==> run_1/clock_nets.png <==
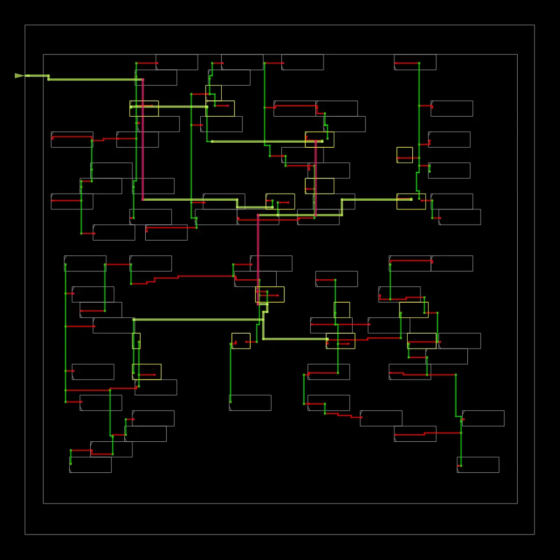
==> run_1/m1.png <==
Supply wires on this layer in gray.
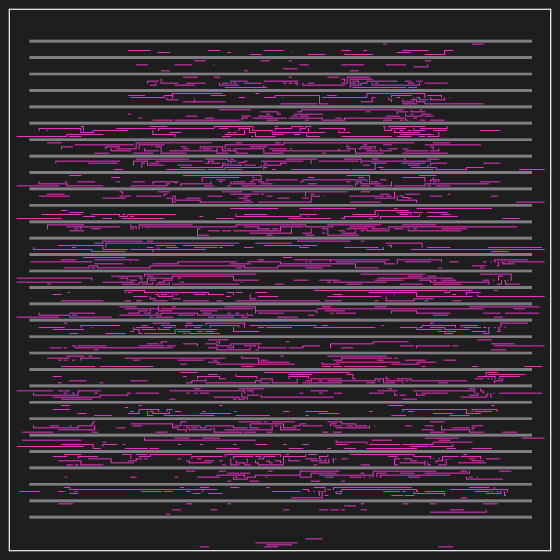
==> run_1/floorplan.png <==
Pins as bars on the die edge.
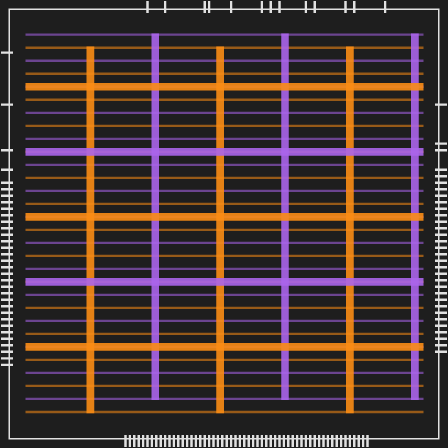
<file path="config.mk">
export PLATFORM = sky130hd
export DESIGN_NAME = inst_encoder_loader_flat
export DESIGN_NICKNAME = d
export VERILOG_FILES = /design/src/rtl/inst_encoder_loader_if.sv /design/src/rtl/inst_encoder_loader.sv /design/src/flat_wrapper.sv
export SDC_FILE = /design/constraint.sdc
export NUM_CORES = 1
export LEC_CHECK = 0
export CORE_MARGIN = 3
export CORE_UTILIZATION = 42
export CTS_CLUSTER_SIZE = 28
export DETAILED_ROUTE_END_ITERATION = 8
export GPL_TIMING_DRIVEN = 0
export PLACE_DENSITY_LB_ADDON = 0.25
export SYNTH_ARGS = -nofsm -noshare
export SYNTH_HDL_FRONTEND = slang
export SYNTH_SLANG_ARGS = --single-unit
</file>
<file path="constraint.sdc">
create_clock -name clk -period 3 [get_ports clk]
set_input_delay 0.3 -clock clk [delete_from_list [all_inputs] [get_ports clk]]
set_output_delay 0.3 -clock clk [all_outputs]
set_load 0.05 [all_outputs]
</file>
<file path="src/rtl/inst_encoder_loader_if.sv">
// Bundle for the instruction-loader: field-beat stream in, instruction-memory
// write port and session status out.
interface inst_encoder_loader_if #(
  parameter int ADDR_W = 8
);
  logic              start;
  logic              in_valid;
  logic              in_ready;
  logic              in_last;
  logic [5:0]        in_opcode;
  logic [5:0]        in_funct;
  logic [4:0]        in_rs;
  logic [4:0]        in_rt;
  logic [4:0]        in_rd;
  logic [4:0]        in_shamt;
  logic [15:0]       in_imm;
  logic [25:0]       in_target;
  logic              mem_we;
  logic [ADDR_W-1:0] mem_addr;
  logic [31:0]       mem_wdata;
  logic              busy;
  logic              done;
  logic [ADDR_W:0]   count;
  logic              err_illegal;
  logic              err_overflow;

  modport master (
    output start, in_valid, in_last, in_opcode, in_funct, in_rs, in_rt, in_rd,
           in_shamt, in_imm, in_target,
    input  in_ready, mem_we, mem_addr, mem_wdata, busy, done, count,
           err_illegal, err_overflow
  );

  modport slave (
    input  start, in_valid, in_last, in_opcode, in_funct, in_rs, in_rt, in_rd,
           in_shamt, in_imm, in_target,
    output in_ready, mem_we, mem_addr, mem_wdata, busy, done, count,
           err_illegal, err_overflow
  );
endinterface

</file>
<file path="src/rtl/inst_encoder_loader.sv">
// Encodes structured MIPS instruction fields into 32-bit words and writes them
// sequentially into instruction memory ahead of CPU release.
//
//   state | meaning
//   Idle  | no session, stream stalled
//   Load  | accepting beats, one memory write per legal beat
//   Done  | session ended (in_last, memory full); held until next start
module inst_encoder_loader #(
  parameter int ADDR_W    = 8,
  parameter int BASE_ADDR = 0
) (
  input logic                  clk,
  input logic                  reset,
  inst_encoder_loader_if.slave bus
);
  localparam logic [ADDR_W-1:0] LastAddr = '1;
  localparam logic [ADDR_W-1:0] BaseAddr = ADDR_W'(BASE_ADDR);

  typedef enum logic [1:0] {Idle, Load, Done} state_t;

  state_t            state, stateNext;
  logic [ADDR_W-1:0] nextAddr;
  logic              accept;
  logic              legal;
  logic              atLast;
  logic              shiftFn;
  logic [4:0]        rsF, rtF, rdF, shF;
  logic [31:0]       encoded;

  // A beat coinciding with start is refused so the restart is clean.
  assign bus.in_ready = (state == Load) && !bus.start;
  assign accept       = bus.in_valid && bus.in_ready;
  assign atLast       = (nextAddr == LastAddr);
  assign bus.busy     = (state == Load);
  assign bus.done     = (state == Done);

  always_comb begin
    legal = 1'b0;
    case (bus.in_opcode)
      6'h00: begin
        case (bus.in_funct)
          6'h00, 6'h02, 6'h03, 6'h08, 6'h09, 6'h20, 6'h21, 6'h22, 6'h23,
          6'h24, 6'h25, 6'h26, 6'h27, 6'h2a, 6'h2b: legal = 1'b1;
          default:                                  legal = 1'b0;
        endcase
      end
      6'h02, 6'h03, 6'h04, 6'h08, 6'h09, 6'h0a, 6'h0b, 6'h0c, 6'h0f,
      6'h23, 6'h2b: legal = 1'b1;
      default:      legal = 1'b0;
    endcase
  end

  always_comb begin
    shiftFn = (bus.in_funct == 6'h00) || (bus.in_funct == 6'h02) ||
              (bus.in_funct == 6'h03);
    rsF     = bus.in_rs;
    rtF     = bus.in_rt;
    rdF     = bus.in_rd;
    shF     = 5'd0;
    if (bus.in_opcode == 6'h0f) rsF = 5'd0;
    if (bus.in_opcode == 6'h00) begin
      if (shiftFn) begin
        rsF = 5'd0;
        shF = bus.in_shamt;
      end
      if (bus.in_funct == 6'h08) begin
        rtF = 5'd0;
        rdF = 5'd0;
      end
      if (bus.in_funct == 6'h09) rtF = 5'd0;
    end
    encoded = {bus.in_opcode, rsF, rtF, bus.in_imm};
    if (bus.in_opcode == 6'h00)
      encoded = {bus.in_opcode, rsF, rtF, rdF, shF, bus.in_funct};
    else if ((bus.in_opcode == 6'h02) || (bus.in_opcode == 6'h03))
      encoded = {bus.in_opcode, bus.in_target};
  end

  always_ff @(posedge clk) begin
    if (reset) state <= Idle;
    else       state <= stateNext;
  end

  always_comb begin
    stateNext = state;
    case (state)
      Idle: if (bus.start) stateNext = Load;
      Load: begin
        if (bus.start)
          stateNext = Load;
        else if (accept && (bus.in_last || (legal && atLast)))
          stateNext = Done;
      end
      Done: if (bus.start) stateNext = Load;
      default: stateNext = Idle;
    endcase
  end

  always_ff @(posedge clk) begin
    if (reset) begin
      nextAddr         <= BaseAddr;
      bus.mem_we       <= 1'b0;
      bus.mem_addr     <= '0;
      bus.mem_wdata    <= '0;
      bus.count        <= '0;
      bus.err_illegal  <= 1'b0;
      bus.err_overflow <= 1'b0;
    end else begin
      bus.mem_we <= 1'b0;
      if (bus.start) begin
        nextAddr         <= BaseAddr;
        bus.count        <= '0;
        bus.err_illegal  <= 1'b0;
        bus.err_overflow <= 1'b0;
      end else if (accept) begin
        if (legal) begin
          bus.mem_we    <= 1'b1;
          bus.mem_addr  <= nextAddr;
          bus.mem_wdata <= encoded;
          bus.count     <= bus.count + 1'b1;
          // The top address is terminal: no wrap, overflow if program continues.
          if (!atLast)           nextAddr         <= nextAddr + 1'b1;
          else if (!bus.in_last) bus.err_overflow <= 1'b1;
        end else begin
          bus.err_illegal <= 1'b1;
        end
      end
    end
  end
endmodule

</file>
<file path="src/flat_wrapper.sv">
// flat-port wrapper written by rule: the top's interface ports become plain ports
module inst_encoder_loader_flat 
#(
  parameter int ADDR_W    = 8,
  parameter int BASE_ADDR = 0
)
  (clk, reset, bus_start, bus_in_valid, bus_in_last, bus_in_opcode, bus_in_funct, bus_in_rs, bus_in_rt, bus_in_rd, bus_in_shamt, bus_in_imm, bus_in_target, bus_in_ready, bus_mem_we, bus_mem_addr, bus_mem_wdata, bus_busy, bus_done, bus_count, bus_err_illegal, bus_err_overflow);
  inst_encoder_loader_if #(.ADDR_W(ADDR_W)) bus_i ();
  input logic clk;
  input logic reset;
  input wire logic [$bits(bus_i.start)-1:0] bus_start;
  input wire logic [$bits(bus_i.in_valid)-1:0] bus_in_valid;
  input wire logic [$bits(bus_i.in_last)-1:0] bus_in_last;
  input wire logic [$bits(bus_i.in_opcode)-1:0] bus_in_opcode;
  input wire logic [$bits(bus_i.in_funct)-1:0] bus_in_funct;
  input wire logic [$bits(bus_i.in_rs)-1:0] bus_in_rs;
  input wire logic [$bits(bus_i.in_rt)-1:0] bus_in_rt;
  input wire logic [$bits(bus_i.in_rd)-1:0] bus_in_rd;
  input wire logic [$bits(bus_i.in_shamt)-1:0] bus_in_shamt;
  input wire logic [$bits(bus_i.in_imm)-1:0] bus_in_imm;
  input wire logic [$bits(bus_i.in_target)-1:0] bus_in_target;
  output wire logic [$bits(bus_i.in_ready)-1:0] bus_in_ready;
  output wire logic [$bits(bus_i.mem_we)-1:0] bus_mem_we;
  output wire logic [$bits(bus_i.mem_addr)-1:0] bus_mem_addr;
  output wire logic [$bits(bus_i.mem_wdata)-1:0] bus_mem_wdata;
  output wire logic [$bits(bus_i.busy)-1:0] bus_busy;
  output wire logic [$bits(bus_i.done)-1:0] bus_done;
  output wire logic [$bits(bus_i.count)-1:0] bus_count;
  output wire logic [$bits(bus_i.err_illegal)-1:0] bus_err_illegal;
  output wire logic [$bits(bus_i.err_overflow)-1:0] bus_err_overflow;
  assign bus_i.start = bus_start;
  assign bus_i.in_valid = bus_in_valid;
  assign bus_i.in_last = bus_in_last;
  assign bus_i.in_opcode = bus_in_opcode;
  assign bus_i.in_funct = bus_in_funct;
  assign bus_i.in_rs = bus_in_rs;
  assign bus_i.in_rt = bus_in_rt;
  assign bus_i.in_rd = bus_in_rd;
  assign bus_i.in_shamt = bus_in_shamt;
  assign bus_i.in_imm = bus_in_imm;
  assign bus_i.in_target = bus_in_target;
  assign bus_in_ready = bus_i.in_ready;
  assign bus_mem_we = bus_i.mem_we;
  assign bus_mem_addr = bus_i.mem_addr;
  assign bus_mem_wdata = bus_i.mem_wdata;
  assign bus_busy = bus_i.busy;
  assign bus_done = bus_i.done;
  assign bus_count = bus_i.count;
  assign bus_err_illegal = bus_i.err_illegal;
  assign bus_err_overflow = bus_i.err_overflow;
  inst_encoder_loader #(.ADDR_W(ADDR_W), .BASE_ADDR(BASE_ADDR)) u_core (.clk(clk), .reset(reset), .bus(bus_i));
endmodule
</file>
==> summary.txt, run 1 <==
Numbers from the implementation run.

The launching element of the worst setup path is bus_in_opcode[5]. When the netlist entered floorplanning its net count stood at between 400 and 500. Per the skew report, the later register of the worst-skew pair sees a clock latency of 340 ps. The cell count listed in synth_stat.txt is 329. The internal power is 0.00131 W.

The detailed router used layers up to and including met4. The number of optimization iterations in the first detailed-route pass is 4. The termination of the worst setup path is u_core.nextAddr[6].

The clock share of power is roughly 40%. The AND-OR/OR-AND share of the synthesized area is between 20% and 30%. The number of warnings in the stage logs is 26. At the worst endpoint, the arrival time is 3100 ps. For this run, the leading register cell type out of synthesis is dfxtp_1. Yosys mapped a number of flops with a built-in enable equal to 0. Per the cell usage report, the commonest logic cell in the layout is clkdlybuf4s50_1. The met1 routed wirelength after detailed routing is 3880 um.

The cell area that synthesis handed to floorplanning was 2930 um2. In the final layout, the fill cell count is 572. Of the available clock period, the critical path in the final layout requires a little over nine tenths.

Before placement the cells fill 44.6% of the core. 0 antenna diodes ended up in the layout. The sequential power is between 0.0008 and 0.0009 W. Across the run, the number of max-cap violations was 0.

The maximum cell stage delay along the critical path is about 600 ps. Among cell families on the critical path, the largest total delay comes from simple AND/OR/NAND/NOR gates. At the end of routability-driven placement, the weighted congestion stood at approximately 0.84. The area added between synthesis and finish is 55.6%. The share of layout cells above drive strength 1 is about a tenth. The worst-margin pin slew is 1340 ps. The number of buffers inserted by hold repair at cts is 0.

TritonCTS built the clock tree. Derived from the worst setup path, the maximum achievable clock frequency is 0.347 GHz. The switching share of power is 25.3%. The most area-hungry cell type in the Yosys netlist is dfxtp_1. The total half-perimeter wirelength after legalization and detailed placement is 7010 um. The utilization after layout is 69.4%. The simple logic cell fraction of the synthesized area is around 18%. The tightest slew margin relative to the limit is under 10%.

The depth of the worst hold-timing path is 3. The share of total power in combinational logic is 13.3%. Synthesis produced a netlist whose cell count is about 330. The total congestion overflow after global routing is 0.

The routed layout reports a DRC error count of 0. The peak fanout along the critical path is 10. The number of register bits inferred by synthesis is 62. Routing resource usage on met2 recorded by global route was approximately two fifths. The share of flip-flops with an asynchronous set or reset is 0%. Timing analysis after detailed placement gives a worst setup slack of -295 ps. Combinational power for this build is between 0.0002 and 0.00025 W. The minimum hold slack is 265 ps. Summing all placed instances gives a cell area of ~4400 um2. The finished design was reported to have a net count of 552. The capture point of the worst register-to-register path is recorded as u_core.bus.count[6]. For reference, the placement row count at floorplan is 29. The clock tree buffer depth is 2. The total net switching power is 0.000442 W. In this run the most critical hold path is launched from bus_in_opcode[1].

Walking the worst path, the cells encountered are clkdlybuf4s50_1 -> or4_4 -> or4_4 -> and3_1 -> buf_6 -> a21o_1 -> clkbuf_8 -> o41ai_1 -> nor2_1. The main logic family after synthesis is AND-OR/OR-AND gates. The flow ran to the end, and the final reports show no timing, DRC or antenna violations.

The clock-pin slew on the worst setup and hold paths is around 70 ps. Global routing used 23.8% of the available tracks across all layers.
## Picture notes: clock_nets.png
number of buffers created by CTS: 9
clock skew after layout: 6.73 ps
clk pwr: 0.000683 W

## Picture notes: m1.png
nets with wire on the layer: 494
wire length on this layer: 3880 um
GR Layer Usage met1: 27.6%
total via count after detailed routing: 3163

## Picture notes: floorplan.png
[purple] VDD
[orange] VSS
met1 rails: 30
met4 straps: 6
met5 straps: 5
rows: 29
die height: 89.5 um
die span in x: 89.5 um
core box area: 6570 um2
peak ir drop on the vdd network: 0.281 mV

## run 1: final cells by class
cell class,count,area (um2),share of cell area [%]
Multi-Input combinational cell,235,1530,33.6
Clock buffer,12,155,3.41
Inverter,11,41.3,0.906
Buffer,21,128,2.80
Timing Repair Buffer,131,1310,28.8
Sequential cell,62,1240,27.2
Tap cell,93,116,2.55
Clock inverter,4,31.3,0.687
## run 1: timing repair
item	in CTS	in global routing
resized	0	7
setup endpoints to repair	0	24
buffers inserted	0	0
## run 1: registers in the layout, indices dropped and copies added (netlist names)
signal and count:
u_core.bus.count 9, u_core.nextAddr 8, u_core.bus.err_overflow 1, u_core.bus.mem_we 1, u_core.bus.err_illegal 1, u_core.bus.mem_wdata 32
u_core.state 2, u_core.bus.mem_addr 8
==> run 2: changes to the inputs <==
--- a/config.mk
+++ b/config.mk
@@ -7,10 +7,12 @@
 export LEC_CHECK = 0
 export CORE_MARGIN = 3
 export CORE_UTILIZATION = 42
-export CTS_CLUSTER_SIZE = 28
+export CTS_CLUSTER_DIAMETER = 120
+export CTS_CLUSTER_SIZE = 40
 export DETAILED_ROUTE_END_ITERATION = 8
 export GPL_TIMING_DRIVEN = 0
 export PLACE_DENSITY_LB_ADDON = 0.25
+export SETUP_SLACK_MARGIN = 0.05
 export SYNTH_ARGS = -nofsm -noshare
 export SYNTH_HDL_FRONTEND = slang
 export SYNTH_SLANG_ARGS = --single-unit
==> run_2/floorplan.png <==
Pins as bars on the die edge.
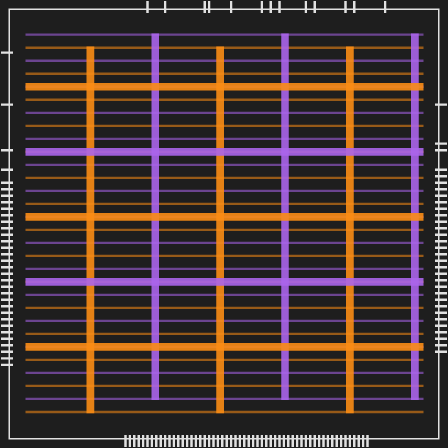
[purple] VDD
[orange] VSS
rows: 29
met5 straps: 5
met1 rails: 30
peak ir drop on the vdd network: 0.280 mV

==> run 2 against run 1 <==
Against the previous run:
- cell count stayed put
- fmax is 1.4% higher
- core utilization is 0.11 points higher
- worst setup slack better by 39 ps
- sequential power hardly changed
- global-route usage stayed put
- sequential share of layout area hardly changed
- power is 0.10% lower
- flip-flop count stayed put
- wire length is 0.24% higher
- critical path type unchanged
- largest cell class unchanged
- largest power group unchanged
==> summary.txt, run 2 <==
Numbers from the implementation run.

The post-synthesis instance total was 329 (unchanged). The non-clock inverter total of the final layout is 11 (unchanged). The share of the cycle needed by the critical path after routing is 94.8% (-1.3 points). The sequential power is 0.000832 W (about the same). The count of buffers added by post-CTS timing repair for setup came to 0 (unchanged).

The logic area is 1540 um2 (+0.49%). The power of the clock network is 0.000681 W (about the same). The total core area is 6570 um2 (unchanged).

The final weighted congestion in routability-driven placement is 0.843 (unchanged). The clock share of power is 39.0% (about the same). The register fraction of the total cell area came to 27.2% (-0.045 points). The clock-pin slew on the worst setup and hold paths is 70 ps (about the same). The fill cell total of the finished layout is 570 (-0.35%). The number of antenna repair diodes came to 0 (unchanged). The logic share of the area is 33.7% (+0.11 points). The launching element of the worst setup path is bus_in_opcode[5].

The cell area after placement came to 4360 um2 (unchanged). The number of buffers other than clock buffers in the final layout is 152 (unchanged). The die outline height was 89.5 um (unchanged).

The share of layout cells above drive strength 1 was 9.66% (+0.21 points). The number of placement rows is 29 (unchanged). The depth of the worst hold-timing path is 3 (unchanged).

The number of max-cap violations is 0 (unchanged). The tap cell count is 93 (unchanged). The met1 capacity usage during global routing was 27.6% (unchanged). The clock tree buffer depth is 2 (unchanged).

The share of total power in combinational logic is 13.4% (about the same). The flip-flop count of the largest register after layout is 32 (unchanged). The clock-cell share of area is 4.09% (-0.0067 points). OpenSTA lists the critical path endpoint as u_core.bus.mem_wdata[31]. The cell count listed in synth_stat.txt is 329 (unchanged).

The cell area after synthesis is 2930 um2 (unchanged). The total congestion overflow after global routing is 0 (unchanged). The flow ran to the end, and the final reports show no timing, DRC or antenna violations.

The share of the core filled by cells before placement came to 44.6% (unchanged). The post-route clock skew is 5.31 ps (-1.41 ps). The minimum hold slack is 264 ps (-1.25 ps).

The total clock buffers created by CTS is 9 (unchanged). The launch instance of the worst min-delay path is bus_in_opcode[1]. The met2 track demand over resource came to 41.4% (unchanged). The sequential cell area in the final layout is 1240 um2 (unchanged). TritonCTS built the clock tree. The layout multi-input combinational cell count was 235 (unchanged). The total net switching power is 0.000440 W (-0.47%). The share of flip-flops with an asynchronous set or reset is 0% (unchanged). The setup slack after placement is -295 ps (unchanged). The utilization after layout is 69.5% (+0.11 points). The highest metal layer carrying signal wires in the routed design is met4. The global-route usage over all layers came to 23.8% (unchanged). The number of optimization iterations in the first detailed-route pass is 5 (+1). The flop count is 62 (unchanged). By area, the class that comes first in the final layout consists of logic gates. The switching share of power is 25.2% (-0.092 points).

The number of enable flip-flop cells is 0 (unchanged). Per the run report, area growth between synthesis and finish was 55.9%. The top register by number of flip-flops is u_core.bus.mem_wdata. The peak fanout along the critical path was 10 (unchanged).
==> run_2/ff_map.png <==
Other sequential cells in the stronger gray, the rest of the logic in the fainter gray.
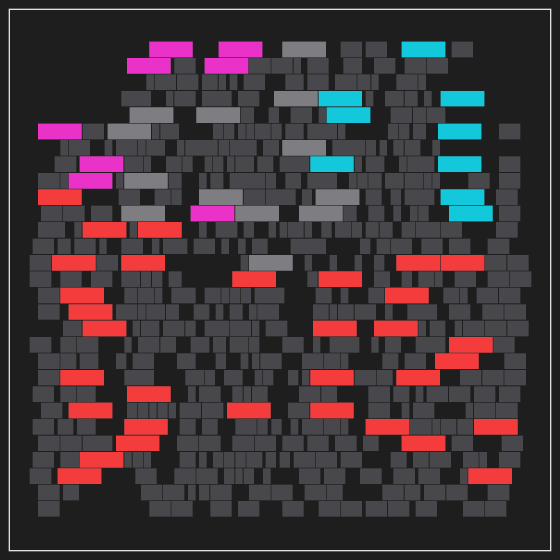
[magenta] u_core.bus.mem_addr | sequential cells: 8
[red] u_core.bus.mem_wdata | sequential cells: 32
[cyan] u_core.bus.count | sequential cells: 9 | where: north-east
not colored: 13

==> run 2: logic make-up (layout without fill, tap and decap cells) <==
kind of cell / after synthesis / in the layout / synth area share, %
simple gates: 107 / 107 / 18.1
compound gates: 105 / 105 / 26.3
flops: 62 / 62 / 42.4
buf+inv: 32 / 179 / 5.56
mux: 13 / 13 / 4.44
xor+xnor: 8 / 8 / 2.39
fa+ha+maj: 2 / 2 / 0.855
==> run 2: critical path: stages <==
cell	delay, ps
clkdlybuf4s50_1	490
or4_4	580
or4_4	530
and3_1	190
buf_6	150
a21o_1	200
clkbuf_8	170
buf_2	200
a21oi_1	170
nor2_1	50
Power figures rest on the tool's default switching activity, not on a simulated workload.
